<file path="config.mk">
export PLATFORM = sky130hd
export DESIGN_NAME = key_event_queue
export DESIGN_NICKNAME = d
export VERILOG_FILES = /design/src/rtl/key_event_queue.sv
export SDC_FILE = /design/constraint.sdc
export NUM_CORES = 1
export LEC_CHECK = 0
export CAP_MARGIN = 20
export CORE_ASPECT_RATIO = 0.7
export CORE_MARGIN = 4
export CORE_UTILIZATION = 35
export CTS_BUF_LIST = sky130_fd_sc_hd__clkbuf_16
export DETAILED_ROUTE_END_ITERATION = 8
export RECOVER_POWER = 25
export SLEW_MARGIN = 20
export SYNTH_ARGS = -nofsm -noshare
export SYNTH_HDL_FRONTEND = slang
export SYNTH_SLANG_ARGS = --single-unit
</file>
<file path="constraint.sdc">
create_clock -name clk -period 3.4 [get_ports clk]
set_input_delay 0.85 -clock clk [delete_from_list [all_inputs] [get_ports clk]]
set_output_delay 0.85 -clock clk [all_outputs]
set_load 0.01 [all_outputs]
</file>
<file path="src/rtl/key_event_queue.sv">
// Edge-detecting key event FIFO: synchronises the keypad valid/key pair and
// queues one event per press. Optional repeat filter: KEY_QUEUE_REPEAT_FILTER_EN.
module key_event_queue #(
  parameter int DEPTH          = 4,
  parameter int HOLDOFF_CYCLES = 5000000
) (
  input  logic                     clk,
  input  logic                     reset,
  input  logic                     valid_key,
  input  logic [3:0]               key,
  input  logic                     evt_ready,
  input  logic                     clear_overflow,
  output logic                     evt_valid,
  output logic [3:0]               evt_key,
  output logic [$clog2(DEPTH):0]   count,
  output logic                     overflow
);

  localparam int AW = $clog2(DEPTH);
  localparam int CW = AW + 1;

  if (DEPTH < 2 || DEPTH > 16 || (DEPTH & (DEPTH - 1)) != 0) begin : g_bad_depth
    $error("key_event_queue: DEPTH must be a power of two in 2..16");
  end
  if (HOLDOFF_CYCLES < 1 || HOLDOFF_CYCLES > 8388607) begin : g_bad_holdoff
    $error("key_event_queue: HOLDOFF_CYCLES must be in 1..2^23-1");
  end

  logic          v_s1_q, v_s2_q, v_s3_q;
  logic [3:0]    k_s1_q, k_s2_q;
  logic          rise_q, rise_d;
  logic          cand_vld_q;
  logic [3:0]    cand_key_q;
  logic [3:0]    mem_q [DEPTH];
  logic [3:0]    mem_d [DEPTH];
  logic [AW-1:0] wr_ptr_q, wr_ptr_d;
  logic [AW-1:0] rd_ptr_q, rd_ptr_d;
  logic [CW-1:0] count_q, count_d;
  logic          overflow_q, overflow_d;
  logic          evt_valid_q, evt_valid_d;
  logic [3:0]    evt_key_q, evt_key_d;
  logic          cand_ok_s;
  logic          pop_s, push_s, drop_s;

`ifdef KEY_QUEUE_REPEAT_FILTER_EN
  logic [22:0] hold_q, hold_d;
  logic [3:0]  last_key_q, last_key_d;

  // Repeat filter: a candidate matching the last accepted code inside the window vanishes.
  always_comb begin
    cand_ok_s  = cand_vld_q;
    last_key_d = last_key_q;
    if (hold_q != 23'd0) begin
      hold_d = hold_q - 23'd1;
    end else begin
      hold_d = hold_q;
    end
    if (cand_vld_q) begin
      if (cand_key_q == last_key_q && hold_q != 23'd0) begin
        cand_ok_s = 1'b0;
      end else begin
        last_key_d = cand_key_q;
        hold_d     = 23'(HOLDOFF_CYCLES - 1);
      end
    end else begin
      cand_ok_s = 1'b0;
    end
  end

  always_ff @(posedge clk or negedge reset) begin
    if (!reset) begin
      hold_q     <= 23'd0;
      last_key_q <= 4'd0;
    end else begin
      hold_q     <= hold_d;
      last_key_q <= last_key_d;
    end
  end
`else
  assign cand_ok_s = cand_vld_q;
`endif

  // Push/pop decision; a full queue still accepts when the head leaves this cycle.
  always_comb begin
    pop_s    = (count_q != CW'(0)) && evt_ready;
    push_s   = cand_ok_s && ((count_q != CW'(DEPTH)) || pop_s);
    drop_s   = cand_ok_s && !push_s;
    rise_d   = v_s2_q && !v_s3_q;
    mem_d    = mem_q;
    wr_ptr_d = wr_ptr_q;
    rd_ptr_d = rd_ptr_q;
    if (push_s) begin
      mem_d[wr_ptr_q] = cand_key_q;
      wr_ptr_d        = wr_ptr_q + AW'(1);
    end else begin
      wr_ptr_d = wr_ptr_q;
    end
    if (pop_s) begin
      rd_ptr_d = rd_ptr_q + AW'(1);
    end else begin
      rd_ptr_d = rd_ptr_q;
    end
    case ({push_s, pop_s})
      2'b10:   count_d = count_q + CW'(1);
      2'b01:   count_d = count_q - CW'(1);
      default: count_d = count_q;
    endcase
    // A new drop wins over a clear in the same cycle.
    if (drop_s) begin
      overflow_d = 1'b1;
    end else if (clear_overflow) begin
      overflow_d = 1'b0;
    end else begin
      overflow_d = overflow_q;
    end
    evt_valid_d = (count_d != CW'(0));
    evt_key_d   = mem_d[rd_ptr_d];
  end

  always_ff @(posedge clk or negedge reset) begin
    if (!reset) begin
      v_s1_q      <= 1'b1;
      v_s2_q      <= 1'b1;
      v_s3_q      <= 1'b1;
      k_s1_q      <= 4'd0;
      k_s2_q      <= 4'd0;
      rise_q      <= 1'b0;
      cand_vld_q  <= 1'b0;
      cand_key_q  <= 4'd0;
      for (int i = 0; i < DEPTH; i++) begin
        mem_q[i] <= 4'd0;
      end
      wr_ptr_q    <= '0;
      rd_ptr_q    <= '0;
      count_q     <= '0;
      overflow_q  <= 1'b0;
      evt_valid_q <= 1'b0;
      evt_key_q   <= 4'd0;
    end else begin
      v_s1_q      <= valid_key;
      v_s2_q      <= v_s1_q;
      v_s3_q      <= v_s2_q;
      k_s1_q      <= key;
      k_s2_q      <= k_s1_q;
      rise_q      <= rise_d;
      // Capture one cycle after the edge so the key bus has settled.
      cand_vld_q  <= rise_q;
      cand_key_q  <= k_s2_q;
      mem_q       <= mem_d;
      wr_ptr_q    <= wr_ptr_d;
      rd_ptr_q    <= rd_ptr_d;
      count_q     <= count_d;
      overflow_q  <= overflow_d;
      evt_valid_q <= evt_valid_d;
      evt_key_q   <= evt_key_d;
    end
  end

  assign evt_valid = evt_valid_q;
  assign evt_key   = evt_key_q;
  assign count     = count_q;
  assign overflow  = overflow_q;

endmodule

</file>
Fig. 1: run 1, metal layers overlaid
Scale: 6 px per µm. Two of the layers only.
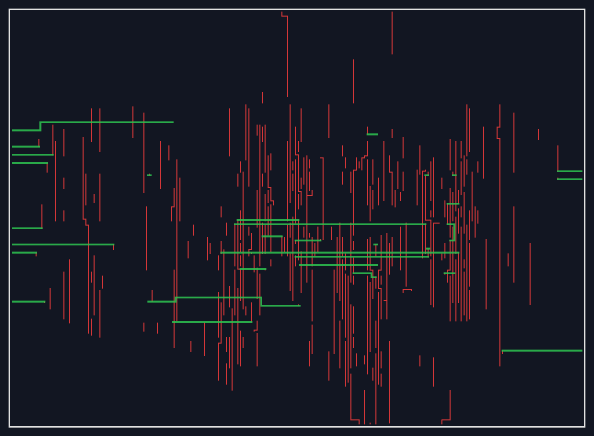
Red is metal 2, wire length 1610 µm. Green is metal 3, wire length 280 µm.

Fig. 2: run 1, cell density map
Scale: 3 px per µm. 10 x 7 tiles, from white (low) to dark blue (high), 0 to 100% covered.
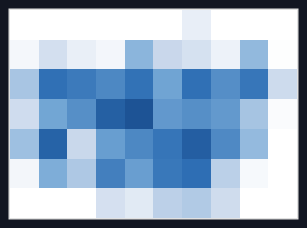
24% of the tiles are nearly empty. The densest ninth of the die: middle. 5.7% of the tiles are over 75% full. The emptiest ninth of the die: top left.
core area: 0.00523 mm²
core utilization before placement: 36.0%
utilization after layout: 43.9%

==> results.txt, run 1 <==
Summary of implementation figures.

STA
The post-route worst hold slack is 0.346 ns. Across all setup checks in the final design, the least slack found is roughly 0.36 ns. The final tally of max-slew violations is 47. Dividing the final minimum period by the clock period gives 89.5%.

Worst setup path
For reference, the critical path cell chain is clkdlybuf4s50_1, or4b_1, nand2_1, ha_1, inv_1, fa_1, xor2_1, nor2_1, xor2_1, or3_1. The critical path's top delay family is simple AND/OR/NAND/NOR gates. The terminus of the critical flop-to-flop path is evt_valid. Of all nets on the critical path, the largest fanout is 2.

The worst reg2reg path startpoint is count[1].

Global route
The residual overflow from global routing is 0. Global routing used around 5.2% of the available met3 tracks.

Synth
The number of storage elements in the synthesis netlist is roughly 46. The instance tally after logic synthesis is about 150. Per the synth stats, the flop cell with the highest instance count is sky130_fd_sc_hd__dfrtp_1.

Run
In this run the maximum-capacitance check reported violations numbering 1. The warning total across the stage logs is 29.

Layout
In this run the layout overhead on the synthesized area is reported as 22.0%. Summing all non-filler instances in the final layout gives an area of about 0.0023 mm². After the flow finishes, the layout carries non-filler instances totaling around 250. Among logic cells in the layout, the one with the most instances is sky130_fd_sc_hd__dfrtp_1. The top cell types in the final layout, fill and taps aside, are sky130_fd_sc_hd__dfrtp_1 (43), sky130_fd_sc_hd__nand2_1 (20), sky130_fd_sc_hd__clkdlybuf4s50_1 (16).

Placement
The buffer_ports step reported a buffer count of 17. Logged for this run, the post-placement worst setup slack is 0.0404 ns.

Status
The checks that failed: max-capacitance violations, max-slew violations. The run finished, with violations left.

Detailed routing
According to the report, the first pass of detailed routing completed in 4 iterations. The detailed router placed 1240 vias in this run. Summed over all nets, wire length on met2 after detailed routing comes to 1610 µm. The routed length on met1 is ~1600 µm.

Clocking
The maximum number of buffers from clock root to sink is 2. Per the CTS log, the root buffer master is sky130_fd_sc_hd__clkbuf_16.

Power and ir drop
The power report attributes to the combinational group a share of 34.2%. Cell internal power was estimated by the tool at 1350 µW.

Die
Row generation in the floorplan step produced 22 rows.

Hold path
The worst hold path cell count is 0.
Fig. 3: run 1, floorplan with the power grid
Scale: 4 px per µm. Pins as bars on the die edge.
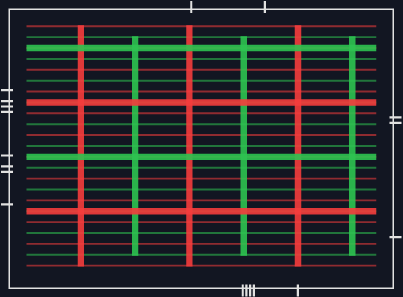
Green is VDD. Red is VSS.
6 straps on met4. 4 straps on met5. The core has 22 rows. 18 signal pins sit on the boundary. 23 met1 rails follow the rows.

run 1: sequential cells by signal, indices dropped and copies added (netlist names), 2 cells and up:
register,cells
count,3
k_s2_q,4
k_s1_q,4
rd_ptr_q,2
cand_key_q,4
evt_key,4
wr_ptr_q,2
mem_q,16
run 1: cells by family (layout without fill, tap and decap cells):
| family | count (synthesis) | after routing | synth area share (%) |
|---|---|---|---|
| flip-flops | 46 | 46 | 61.4 |
| multiplexers | 9 | 9 | 6.05 |
| AND-OR/OR-AND | 24 | 24 | 9.04 |
| AND/OR/NAND/NOR | 46 | 46 | 12.9 |
| XOR/XNOR | 6 | 6 | 2.79 |
| adder cells (fa/ha/maj) | 6 | 6 | 4.39 |
| buffers and inverters | 17 | 41 | 3.46 |
Fig. 4: run 1, track usage over the die
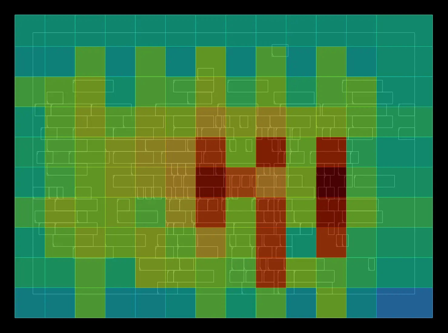

==> run 2: changes to the inputs <==
--- a/config.mk
+++ b/config.mk
@@ -10,9 +10,10 @@
 export CORE_MARGIN = 4
 export CORE_UTILIZATION = 35
 export CTS_BUF_LIST = sky130_fd_sc_hd__clkbuf_16
+export CTS_CLUSTER_SIZE = 28
 export DETAILED_ROUTE_END_ITERATION = 8
 export RECOVER_POWER = 25
-export SLEW_MARGIN = 20
+export SLEW_MARGIN = 5
 export SYNTH_ARGS = -nofsm -noshare
 export SYNTH_HDL_FRONTEND = slang
 export SYNTH_SLANG_ARGS = --single-unit
Fig. 5: run 2, track usage over the die
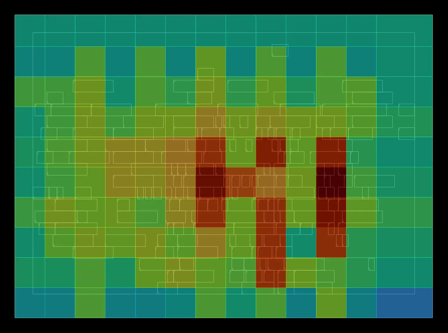
global routing met2 resource utilization: 16.8%
most used routing layer: met2

==> run 2 against run 1 <==
Effect of this change:
- the run still ends with max-capacitance violations, max-slew violations left
- first-iteration DRC count shrank 19%
- sequential power is essentially flat
- clock skew is 0.00097 ns higher
- die area is the same
- via count rose by 1.3%
- combinational power about the same
- final cell count grew 0.40%
- global-route usage stayed put
- wire length grew 1.0%
- worst setup slack worse by 0.0021 ns
- critical path type unchanged
- critical endpoint unchanged
- highest routed layer unchanged
==> results.txt, run 2 <==
Summary of implementation figures.

Status
The run finished, with violations left. The checks that failed: max-capacitance violations, max-slew violations.

Layout
The flip-flop count of the largest register, all copies and words added is 16 (unchanged). The non-clock inverter instance count of the final layout is 12. The area growth from synthesis to final layout is 22.2%.

The register name with the most flops is mem_q. The most common logic cell in the routed design is sky130_fd_sc_hd__dfrtp_1. Measured on the final layout, buffering overhead outside the clock network stands at 8.60%. The design area is 0.00230 mm² (+0.16%). The number of standard cells in the layout, taps in and fillers out was 251 (+0.40%). The final design utilization is 44.0% (+0.072 points).

Die
The effective utilization at floorplan was 36.0% (unchanged). The placeable core region is 0.00523 mm² (unchanged).

Hold path
The sink of the worst hold path is cand_ok_s. The worst hold path cell count is 0 (unchanged).

Worst setup path
The maximum fanout count along the critical path came to 2 (unchanged). The kind of cell with the highest combined delay along the critical path is simple AND/OR/NAND/NOR gates. The terminus of the critical flop-to-flop path is evt_valid. The critical path goes through clkdlybuf4s50_1, or4b_1, nand2_1, ha_1, inv_1, fa_1, xor2_1, nor2_1, xor2_1, or3_1.

Synth
The number of storage elements in the synthesis netlist is 46 (unchanged). Sorting the synthesized cells by area gives the leading types as sky130_fd_sc_hd__dfrtp_1 (57%), sky130_fd_sc_hd__dfstp_2 (4.2%), sky130_fd_sc_hd__nand2_1 (4.0%). The instance tally after logic synthesis came to 154 (unchanged).

Clocking
The maximum number of buffers from clock root to sink is 2 (unchanged). Per the CTS log, the root buffer master is sky130_fd_sc_hd__clkbuf_16.

STA
The setup TNS is 0 ns. The portion of the clock cycle consumed by the worst path in the final layout was 89.5% (about the same). The setup slack of the critical path after layout came to 0.356 ns (-0.00213 ns). The final tally of max-slew violations came to 39 (-17%). The post-route worst hold slack was 0.346 ns (-0.0000700 ns).

Placement
The pre-CTS setup slack is 0.0404 ns (unchanged). The number of I/O port buffers came to 17 (unchanged).

Run
The warning total across the stage logs was 29 (unchanged). The max capacitance violation total is 1 (unchanged).

Detailed routing
The count of vias placed by the detailed router is 1256 (+1.3%).

Power and ir drop
The design internal power is 1350 µW (about the same).
Fig. 6: run 2, floorplan with the power grid
Scale: 4 px per µm. Pins as bars on the die edge.
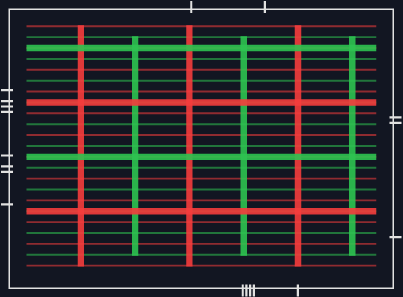
Green is VDD. Red is VSS.
The core has 22 rows. 18 signal pins sit on the boundary. 23 met1 rails follow the rows. 6 straps on met4.

[run 2: cell counts after synthesis]
Identical to the previous run, type by type.
[run 2: worst max path at each step]
stage | end | from
4_1_cts | evt_valid | evt_ready
3_5_place_dp | evt_valid | evt_ready
6_report | evt_valid | evt_ready
5_1_grt | mem_q[3] | reset
3_3_place_gp | evt_valid | evt_ready
2_1_floorplan | evt_valid | evt_ready
[run 2: cell families after synthesis]
logic type,synth area share (%)
and+or+nand+nor,12.9
DFF,61.4
AOI/OAI and AO/OA,9.04
buffers and inverters,3.46
muxes,6.05
xor gates and xnor gates,2.79
adders and majority gates,4.39
[run 2: layer usage]
metal  GRT usage, %  wire length (µm)  up-vias
met1           15.1              1610      624
met4           7.73               113        0
met2           16.8              1630       37
met3           5.21               283       13
met5              0                 0        -
li1               -                 -      582
Fig. 7: run 2, metal layers overlaid
Scale: 6 px per µm. Two of the layers only.
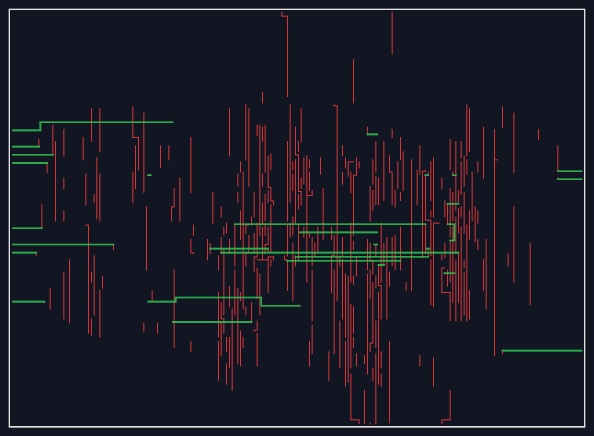

==> run 3: changes to the inputs <==
--- a/config.mk
+++ b/config.mk
@@ -5,7 +5,6 @@
 export SDC_FILE = /design/constraint.sdc
 export NUM_CORES = 1
 export LEC_CHECK = 0
-export CAP_MARGIN = 20
 export CORE_ASPECT_RATIO = 0.7
 export CORE_MARGIN = 4
 export CORE_UTILIZATION = 35
==> constraint.sdc (replaced) <==
create_clock -name clk -period 3.4 [get_ports clk]
set_input_delay 0.85 -clock clk [delete_from_list [all_inputs] [get_ports clk]]
set_output_delay 0.85 -clock clk [all_outputs]
set_load 0.02 [all_outputs]
Fig. 8: run 3, metal layers overlaid
Scale: 6 px per µm. Two of the layers only.
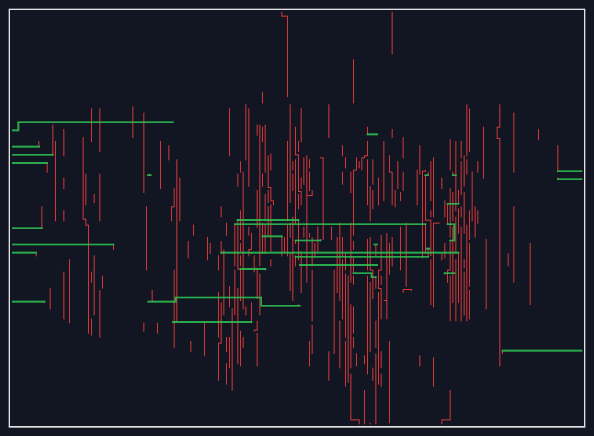
Red is metal 2, wire length 1600 µm. Green is metal 3, wire length 280 µm.
routed wirelength normalized by instance count: 14.4 µm
total wire length: 3600 µm
GRT Total Usage: 12.1%
routed vias: 1240

==> run 3 against run 2 <==
Effect of this change:
- the run still ends with max-capacitance violations, max-slew violations left
- cell area decreased by 0.16%
- sequential share of layout area grew 0.082 points
- clock power about the same
- flip-flop count stayed put
- count of clock-buffer cells in the layout unchanged
- area after synthesis did not move
- register-to-register slack is essentially flat
- critical path type unchanged
- highest routed layer unchanged
==> results.txt, run 3 <==
Summary of implementation figures.

Status
The run finished, with violations left. The checks that failed: max-capacitance violations, max-slew violations.

Worst setup path
In this design, the largest share of critical-path delay is due to simple AND/OR/NAND/NOR gates. The endpoint identified for the worst register-to-register timing path is evt_valid. For reference, the critical path is captured by evt_valid. The critical path startpoint is evt_ready.

Layout
The register with the most flip-flops in the final layout is mem_q. Compared with the post-synthesis result, the final layout area differs by 22.0%. The number of standard cells in the layout, taps in and fillers out was 250 (-0.40%).

The design area is 0.00230 mm² (-0.16%). The final design utilization is 43.9% (-0.072 points). The most common logic cell in the routed design is sky130_fd_sc_hd__dfrtp_1.

Synth
The number of storage elements in the synthesis netlist came to 46 (unchanged). The synthesized-area fraction occupied by adder cells is 4.39% (unchanged). The post-synthesis compound-gate area fraction is 9.04% (unchanged).

The XOR/XNOR share of the synthesized area came to 2.79% (unchanged). The instance tally after logic synthesis is 154 (unchanged). Among the non-sequential cells, simple AND/OR/NAND/NOR gates take the most area.

Power and ir drop
The design internal power is 1350 µW (about the same).

Die
The effective utilization at floorplan was 36.0% (unchanged). The placeable core region is 0.00523 mm² (unchanged).

STA
The setup TNS is 0 ns (unchanged). The final tally of max-slew violations is 47 (+21%). The setup slack of the critical path after layout is 0.358 ns (+0.00213 ns).

Hold path
Hold analysis lists the worst path endpoint as cand_ok_s. The worst hold path cell count is 0 (unchanged).

Clocking
The maximum number of buffers from clock root to sink came to 2 (unchanged).

Placement
The number of I/O port buffers was 17 (unchanged).

Run
The max capacitance violation total is 1 (unchanged).
Fig. 9: run 3, track usage over the die
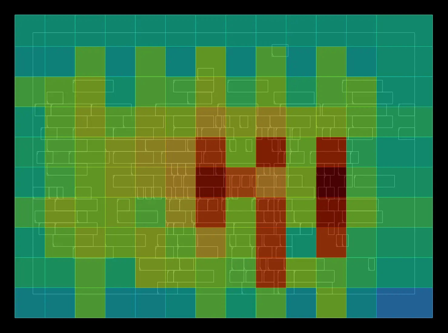
fraction of met1 tracks used by global routing: 15.1%
met3 track utilization from global routing: 5.21%

run 3: netlist changes by cell type in the layout (fill, tap and decap cells not counted), sizes merged:
cell and change:
clkdlybuf4s50 -5, clkbuf -1, dlygate4sd3 +5
run 3: area by class of cell:
class / count / area (µm²) / share of cell area (%)
well taps: 72 / 90.1 / 3.92
repair buffers: 21 / 194 / 8.45
flip-flops and latches: 46 / 1150 / 50.3
clock buffers: 5 / 125 / 5.45
multi-input cells: 91 / 662 / 28.8
inverters: 12 / 45.0 / 1.96
clock inverters: 3 / 25.0 / 1.09
run 3: per-layer routing:
metal / vias up / global-route usage (%) / share of wire [%]
li1: 581 / - / -
met2: 41 / 16.8 / 45
met3: 13 / 5.21 / 7.7
met1: 605 / 15.1 / 45
met5: - / 0 / 0
met4: 0 / 7.73 / 3.1
No activity file was given, so power comes from the tool's default toggle rates.
